==> images/metal_stack.png <==
Scale bar: 50 um.
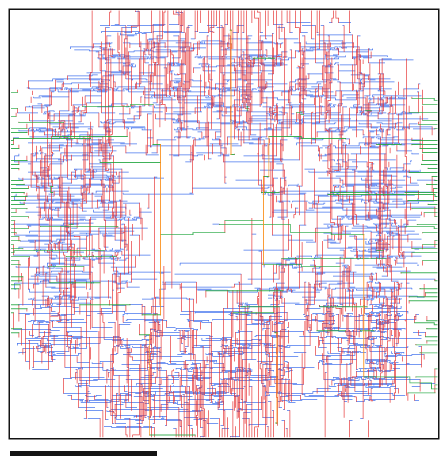
==> images/met4.png <==
Scale bar: 50 um.
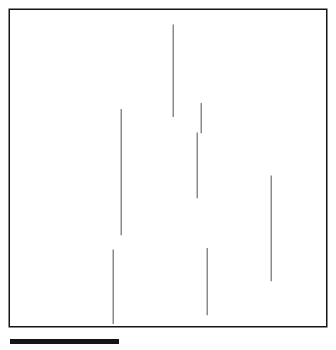
==> images/final_placement.png <==
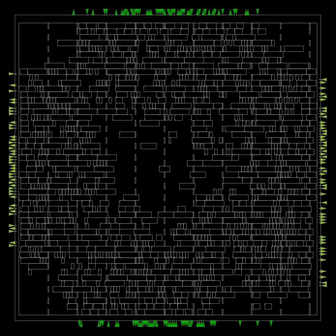
==> images/cell_classes.png <==
Scale bar: 50 um. Fill, decap, tap and diode cells in grey.
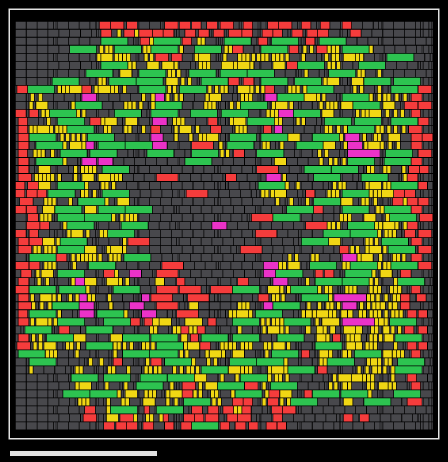
==> images/gate_families.png <==
Scale bar: 50 um.
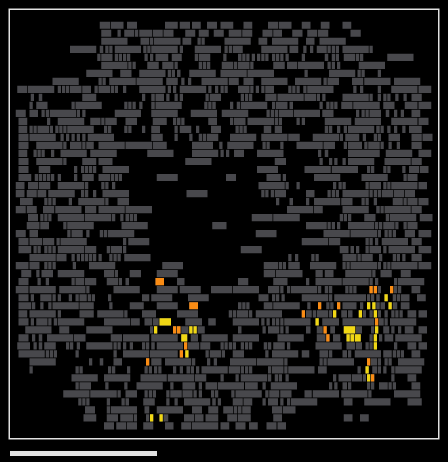
==> src/rtl/mem_wb_skid_reg_pkg.sv <==
// mem_wb_skid_reg_pkg: shared pipeline defaults, skid-register state encoding and payload width helper
package mem_wb_skid_reg_pkg;
  localparam int DATA_W_DEF = 32;
  localparam int BYTE_W_DEF = 8;
  localparam int RG_W_DEF   = 4;
  localparam int CNT_W_DEF  = 16;
  // ST_FULL implies ST_ONE's main bit, so skid is never valid without main
  typedef enum logic [1:0] {
    ST_EMPTY = 2'b00,
    ST_ONE   = 2'b01,
    ST_FULL  = 2'b11
  } skid_state_e;
  // Do, Dob, ALU_Result, Rg and the five single-bit controls packed into one vector
  function automatic int payload_w(input int dw, input int bw, input int rw);
    return 2 * dw + bw + rw + 5;
  endfunction
endpackage

==> src/rtl/pipe_payload_reg.sv <==
// pipe_payload_reg: parametrised payload flop with load enable, async active-low reset to zero
//   clk/rst_n : clock, asynchronous active-low reset
//   en_i      : load d_i on the rising edge
//   d_i / q_o : payload in / registered payload out
module pipe_payload_reg #(
  parameter int W = 8
) (
  input  logic         clk,
  input  logic         rst_n,
  input  logic         en_i,
  input  logic [W-1:0] d_i,
  output logic [W-1:0] q_o
);
  logic [W-1:0] data_q;
  always_ff @(posedge clk or negedge rst_n)
    if (!rst_n) data_q <= '0;
    else if (en_i) data_q <= d_i;
  assign q_o = data_q;
endmodule

==> src/rtl/mem_wb_skid_reg.sv <==
// mem_wb_skid_reg: MEM/WB pipeline register with one-entry skid buffer, write prohibit and stall counter
//   clk, rst_n, flush            : clock, async active-low reset, sync squash of held entries
//   in_valid/in_ready + *_In     : MEM-side handshake and payload (in_ready is a pure flop)
//   out_valid/out_ready + outputs: WB-side handshake and registered payload
//   stall_cnt                    : saturating count of cycles with out_valid=1 and out_ready=0
module mem_wb_skid_reg
  import mem_wb_skid_reg_pkg::*;
#(
  parameter int DATA_W = DATA_W_DEF,
  parameter int BYTE_W = BYTE_W_DEF,
  parameter int RG_W   = RG_W_DEF,
  parameter int CNT_W  = CNT_W_DEF
) (
  input  logic              clk,
  input  logic              rst_n,
  input  logic              flush,
  input  logic              in_valid,
  output logic              in_ready,
  input  logic [DATA_W-1:0] Do_In,
  input  logic [BYTE_W-1:0] Dob_In,
  input  logic [DATA_W-1:0] ALU_Result_In,
  input  logic [RG_W-1:0]   Rg_In,
  input  logic              WE_C_In,
  input  logic              WE_V_In,
  input  logic              SEL_C_In,
  input  logic              SEL_DAT_In,
  input  logic              PROHIB_MEM,
  output logic              out_valid,
  input  logic              out_ready,
  output logic [DATA_W-1:0] Do,
  output logic [BYTE_W-1:0] Dob,
  output logic [DATA_W-1:0] ALU_Result,
  output logic [RG_W-1:0]   Rg,
  output logic              WE_C,
  output logic              WE_V,
  output logic              SEL_C,
  output logic              SEL_DAT,
  output logic              PROHIB_WB,
  output logic [CNT_W-1:0]  stall_cnt
);
  localparam int PW = payload_w(DATA_W, BYTE_W, RG_W);
  skid_state_e state_q, state_d;
  logic [PW-1:0] in_pl, main_d, main_q, skid_q;
  logic [CNT_W-1:0] cnt_q, cnt_d;
  logic rdy_q, out_v, acc, drain, main_en, skid_en, we_c_raw, we_v_raw;
  assign in_pl = {Do_In, Dob_In, ALU_Result_In, Rg_In, WE_C_In, WE_V_In, SEL_C_In, SEL_DAT_In, PROHIB_MEM};
  assign out_v = state_q != ST_EMPTY;
  assign acc   = in_valid & rdy_q;
  assign drain = out_v & out_ready;
  always_comb begin
    state_d = state_q;
    case (state_q)
      ST_EMPTY: state_d = acc ? ST_ONE : ST_EMPTY;
      ST_ONE:   state_d = (acc & ~drain) ? ST_FULL : (~acc & drain) ? ST_EMPTY : ST_ONE;
      ST_FULL:  state_d = drain ? ST_ONE : ST_FULL;
      default:  state_d = ST_EMPTY;
    endcase
    if (flush) state_d = ST_EMPTY;
  end
  // main reloads from skid when draining while full, otherwise straight from the input
  always_comb begin
    main_en = (state_q == ST_FULL) ? drain : acc & ((state_q == ST_EMPTY) | drain);
    main_d  = (state_q == ST_FULL) ? skid_q : in_pl;
    skid_en = (state_q == ST_ONE) & acc & ~drain;
    cnt_d   = (out_v & ~out_ready & ~&cnt_q) ? cnt_q + {{(CNT_W-1){1'b0}}, 1'b1} : cnt_q;
  end
  // in_ready comes from its own flop so out_ready never reaches it combinationally
  always_ff @(posedge clk or negedge rst_n)
    if (!rst_n) begin
      state_q <= ST_EMPTY;
      rdy_q   <= 1'b1;
      cnt_q   <= '0;
    end else begin
      state_q <= state_d;
      rdy_q   <= state_d != ST_FULL;
      cnt_q   <= cnt_d;
    end
  pipe_payload_reg #(.W(PW)) u_main (.clk(clk), .rst_n(rst_n), .en_i(main_en), .d_i(main_d), .q_o(main_q));
  pipe_payload_reg #(.W(PW)) u_skid (.clk(clk), .rst_n(rst_n), .en_i(skid_en), .d_i(in_pl), .q_o(skid_q));
  assign {Do, Dob, ALU_Result, Rg, we_c_raw, we_v_raw, SEL_C, SEL_DAT, PROHIB_WB} = main_q;
  // writes are suppressed for prohibited entries and whenever nothing valid is presented
  assign WE_C      = we_c_raw & out_v & ~PROHIB_WB;
  assign WE_V      = we_v_raw & out_v & ~PROHIB_WB;
  assign in_ready  = rdy_q;
  assign out_valid = out_v;
  assign stall_cnt = cnt_q;
endmodule
==> config.mk <==
export PLATFORM = sky130hd
export DESIGN_NAME = mem_wb_skid_reg
export DESIGN_NICKNAME = d
export VERILOG_FILES = /design/src/rtl/mem_wb_skid_reg_pkg.sv /design/src/rtl/pipe_payload_reg.sv /design/src/rtl/mem_wb_skid_reg.sv
export SDC_FILE = /design/constraint.sdc
export NUM_CORES = 1
export LEC_CHECK = 0
export ABC_AREA = 1
export CORE_MARGIN = 1.5
export CORE_UTILIZATION = 41
export CTS_BUF_LIST = sky130_fd_sc_hd__clkbuf_8
export DETAILED_ROUTE_END_ITERATION = 7
export PLACE_DENSITY = 0.73
export SLEW_MARGIN = 40
export SYNTH_ARGS = -nofsm -noshare
export SYNTH_HDL_FRONTEND = slang
export SYNTH_HIERARCHICAL = 1
export SYNTH_SLANG_ARGS = --single-unit
==> constraint.sdc <==
create_clock -name clk -period 2.1 [get_ports clk]
set_input_delay 0.63 -clock clk [delete_from_list [all_inputs] [get_ports clk]]
set_output_delay 0.63 -clock clk [all_outputs]
set_load 0.02 [all_outputs]
==> impl_metrics.ini <==
; synthesis and place-and-route metrics
[sta]
hold_slack_ps = 101.7
fin_crit_ps = 2045
setup_tns_ps = 0
report.final.slew_viol_count = 0
finalCritPeriodShare_pct = 97.40
max_freq_ghz = 0.4889

[setup_path]
cp_num_cells = 1
critPathLaunchType = flop
critPathCapture = Do[2]
timing.critical_path.buf_inv = 1
path_cells = clkdlybuf4s50_1
cp_top_family = buffers and inverters
startpoint = u_main/q_o[51]
reg2reg_to = stall_cnt[10]

[logic_synthesis]
synth_area_um2 = 8297
synthArstFlopShare_pct = 100.0
yosys.area.top_type = dfrtp_1
xor_share_pct = 0.7390
avgSynthCellArea_um2 = 8.826
ys_sh_aoi_pct = 0.6334

[route]
ant_nets = 0
dr.pass1.iters = 4

[flow_run]
warnings = 26

[power]
p_total_w = 0.008950
comb-power_w = 0.00189
maxPowerGroup = sequential cells
power_frac_seq_pct = 49.8

[layout]
largestClassByArea = flip-flops and latches
n_antenna_cell = 1
nonClockInverterCount = 18
drive_above_1_share_pct = 14.04

[grt]
use_met1_pct = 26.03
grt_busiest_layer = met2
grt_overflow = 0

[outcome]
outcome = finished clean

[clock_tree]
ctsResizeCount = 67
cts_setup_buffers = 0
clock_latency_ps = 460

[die]
nWellTaps = 265
Back to the opening pictures, metal_stack.png:
- met2: red (wire length 9620 um)
- met4: orange (wire length 256 um)
- met1: blue (wire length 9070 um)
- met3: green (wire length 1050 um)
drt wl/cell: 14.22 um
Routed WL: 19.99 mm
via count: 6601
all-layer global routing usage: 19.65%

Back to the opening pictures, met4.png:
- share of all routed wire: 1.3%
- longest straight run: 57.8 um
- main direction: vertical
- wire length on this layer: 256 um

Back to the opening pictures, final_placement.png:
row count: 51
Flops: 181
Layout Utilization: 56.12%
Finished Layout Cells: 1406
fillcell total: 1783

Back to the opening pictures, cell_classes.png:
- other buffers and delay cells: red (cells 213; share of their area 21%)
- flip-flops: green (cells 181; share of their area 42%)
- all other logic: yellow (cells 714; share of their area 32%)
- clock drivers and dummy loads: magenta (cells 32; share of their area 4.1%)
Seq area share: 41.08%
Finished Cell Area: 11030 um2

Back to the opening pictures, gate_families.png:
- NOR gates: yellow (cells 25)
- inverters: orange (cells 18)
Comb/total area: 30.48%
most frequent logic cell in the layout: nand2_1

